==> config.mk <==
export PLATFORM = sky130hd
export DESIGN_NAME = chacha_keystream_xor
export DESIGN_NICKNAME = d
export VERILOG_FILES = /design/src/rtl/chacha_keystream_xor.sv
export SDC_FILE = /design/constraint.sdc
export NUM_CORES = 1
export LEC_CHECK = 0
export CORE_MARGIN = 3
export CORE_UTILIZATION = 41
export CTS_BUF_LIST = sky130_fd_sc_hd__clkbuf_4
export DETAILED_ROUTE_END_ITERATION = 6
export PLACE_DENSITY = 0.68
export SYNTH_ARGS = -nofsm -noshare
export SYNTH_HDL_FRONTEND = slang
export SYNTH_SLANG_ARGS = --single-unit
==> constraint.sdc <==
create_clock -name clk -period 4 [get_ports clk]
set_input_delay 1.2 -clock clk [delete_from_list [all_inputs] [get_ports clk]]
set_output_delay 1.2 -clock clk [all_outputs]
set_load 0.01 [all_outputs]
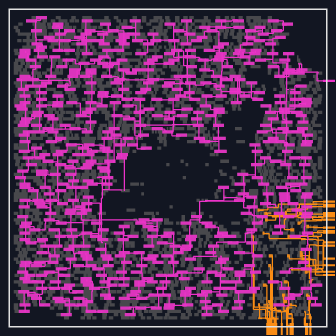
**Above:** wires at chosen ports, followed through buffers.
colour	port	bits	direction	end cells	buffers	wire
orange	counter_init	32	input	33	32	1370 um
magenta	rst	1	input	589	20	5180 um
count of port buffers added during placement: 653
number of primary I/O pins: 654

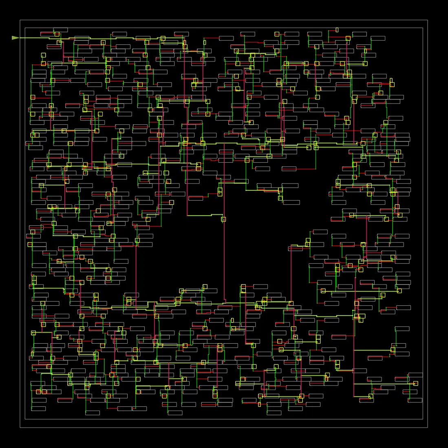
**Above:** the clock network.
clock sinks: 589
sequential cell count: 589
power consumed by the clock network: 5350 uW

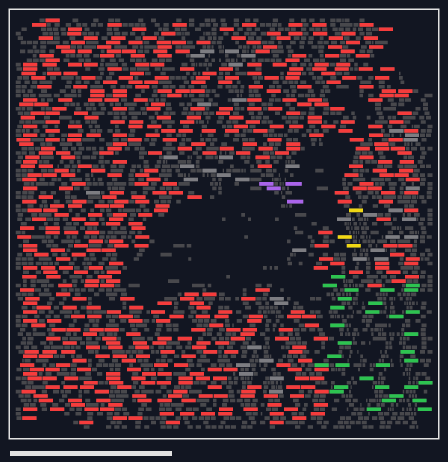
**Above:** sequential cells grouped by signal name.
Bar = 100 um. Other sequential cells in the stronger grey, the rest of the logic in the fainter grey.
colour	name in the netlist	sequential cells
purple	idx_q	4
yellow	state_q	3
red	ks_q	512
green	block_counter	32
not coloured	38
flip-flop and latch share of the layout cell area: 0.400
flip-flop and latch area: 0.0147 mm^2
power in sequential cells: 10800 uW
utilization of the core after routing: 0.567

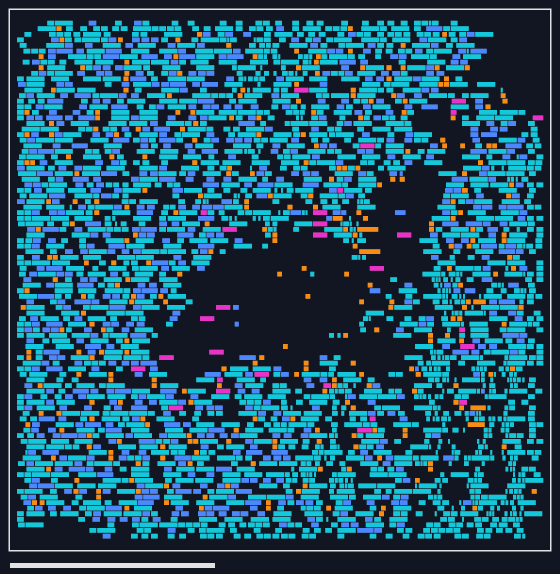
**Above:** cells by drive strength.
Bar = 100 um.
colour	size	cells
magenta	_6 and larger	28
cyan	_0 and _1 cells	1755
orange	_3 and _4 cells	297
blue	_2 cells	638
non-clock buffer total of the final layout: 718
minimum setup slack in the final design: 345 ps
post-route cell area: 0.0369 mm^2
Area Overhead vs Synth: 35.8%

==> CHANGELOG.md <==
### Metrics

* Met1 layer usage reported by global route at 0.313
* Max transition margin at 0.335
* Starting utilization of the core area at 0.418
* Int Power at ~18000 uW
* Worst setup SP type: input port
* Gpl congestion at 0.905
* Share of final-layout standard cells stronger than drive strength 1 at 0.354
* Worst hold-check path type: in -> async
* Clock latency at the later pin of the worst-skew pair at 990 ps
* Number of instances in the placed design at 3308
* Outcome: completed
* Power density over the cells at approximately 740 mW/mm^2
* Largest area contributor in the synthesized netlist: dfrtp_1
* Top cells by count: dfrtp_1, mux2_2, mux4_2
* Largest buffer count on any clock path at 3
* Setup Buffers After CTS at 0
* Average cell area after synthesis at 14.5 um^2
* Number of max-cap violations at 0
* Total of hold buffers inserted after clock tree synthesis at 0
* Top Layer Used: met5
* Final Skew at 55.6 ps
* Depth of the most critical reg-to-reg path at 8
* Number of enable-type register cells in the synthesized netlist at 0
* Number of clock buffers inserted by TritonCTS at 161
* Share of the clock period used by the worst path after layout at 0.914
* Routed length per instance at 26.3 um
* Total of warnings raised by yosys at 0
* Peak VDD IR at around 0.00036 V
* Post-DR vias/cell at 5.50
* Met2 wire length at 47.7 mm
* Die Y-Extent at 263 um
* Distinct cell type count of the synthesized netlist at a little under 70
* Arrival @ worst endpoint at 2460 ps
* Fmax at 0.274 GHz
* Worst EP required at 2800 ps
* Internal reg-to-reg setup slack at 570 ps
* Proportion of synthesized flip-flops having asynchronous set or reset at 1.00
* Static Leakage at 0.0149 uW
* Worst Tran Pin Value at around 1000 ps
* P_sw at 9210 uW
* Number of cells in the yosys synthesis report at 1869
* Crit end category: output port
* Most frequently used flop master after synthesis: dfrtp_1
* Mapped cell area at 0.0272 mm^2
* Fillers at 5344
* Net count of the finished layout at around 3200
* Clock edge transition at the registers on the reported setup and hold paths at ~60 ps
* Amount of wire on met3 after detailed routing at between 7 and 8 mm
* Post-detailed-routing wire length at roughly 95 mm
* Half-perimeter wire length after placement at 72.1 mm
* Antenna Violating Nets Remaining at 0
* Final TNS setup at 0 ps
* Switch share at 0.339
* Post-Syn Nets at 2454
* Fraction of met3 tracks used by global routing at 0.100
* Worst setup slack after placement at 341 ps
* Buffer cell driving the clock tree root: clkbuf_4
* Hold Violations, Final at 0
* Crit path time final at 3660 ps
* Core footprint at 0.0650 mm^2
* Combinational Power Share at 0.404
* CTS tree: built
[cells in the final DEF (no fill, tap or decap), drive strengths merged, types with 21 or more instances in the layout]
cell and instances:
clkdlybuf4s50 652, dfrtp 589, mux2 512, clkbuf 239, mux4 96, nand2 76
buf 66, mux2i 65, a221oi 48, o21ai 47, diode 31, a21oi 23
nand3 23, o31ai 21
[power groups by stage]
stage	registers [uW]	logic, uW	clock network [uW]
final	10800	11000	5350
after global routing	11200	11700	5850
after CTS	10800	11100	5520
after detailed placement	10900	11100	0
after global placement	10700	10800	0
after floorplan	10300	7460	0
[final cells by class]
class	count	area, um^2	area share
antenna	31	77.6	0.00210
clock buffer	239	1790	0.0486
clock inverter	26	168	0.00454
inverter	5	18.8	0.000508
multi-input combinational	1141	11800	0.319
sequential	589	14700	0.400
tap	855	1070	0.0290
timing repair buffer	718	7270	0.197
[through the flow]
stage          total power [uW]  utilization  hold WS (ps)  instance area, um^2
6_report                  27100        0.567           344                36900
3_3_place_gp              21500        0.536           465                34900
3_5_place_dp              22000        0.536           473                34900
4_1_cts                   27400        0.566           281                36800
2_1_floorplan             17800            -           475                27200
5_1_grt                   28800        0.567           312                36900
[cells by family (layout without fill, tap and decap cells)]
| logic type | count (synthesis) | in the layout | share of synthesized area |
|---|---|---|---|
| adder cells (fa/ha/maj) | 2 | 2 | 0.000921 |
| AND-OR/OR-AND | 260 | 260 | 0.0721 |
| multiplexers | 673 | 673 | 0.316 |
| XOR/XNOR | 19 | 19 | 0.00612 |
| flip-flops | 589 | 589 | 0.542 |
| other | 0 | 31 | 0 |
| AND/OR/NAND/NOR | 187 | 187 | 0.0369 |
| buffers and inverters | 139 | 988 | 0.0259 |
[critical path, cell delays in order]
cell and delay [ps]:
clkdlybuf4s50_1 460, nand2b_1 120, and2_1 140, clkdlybuf4s50_1 530
Power is estimated from default activity; no workload was simulated.
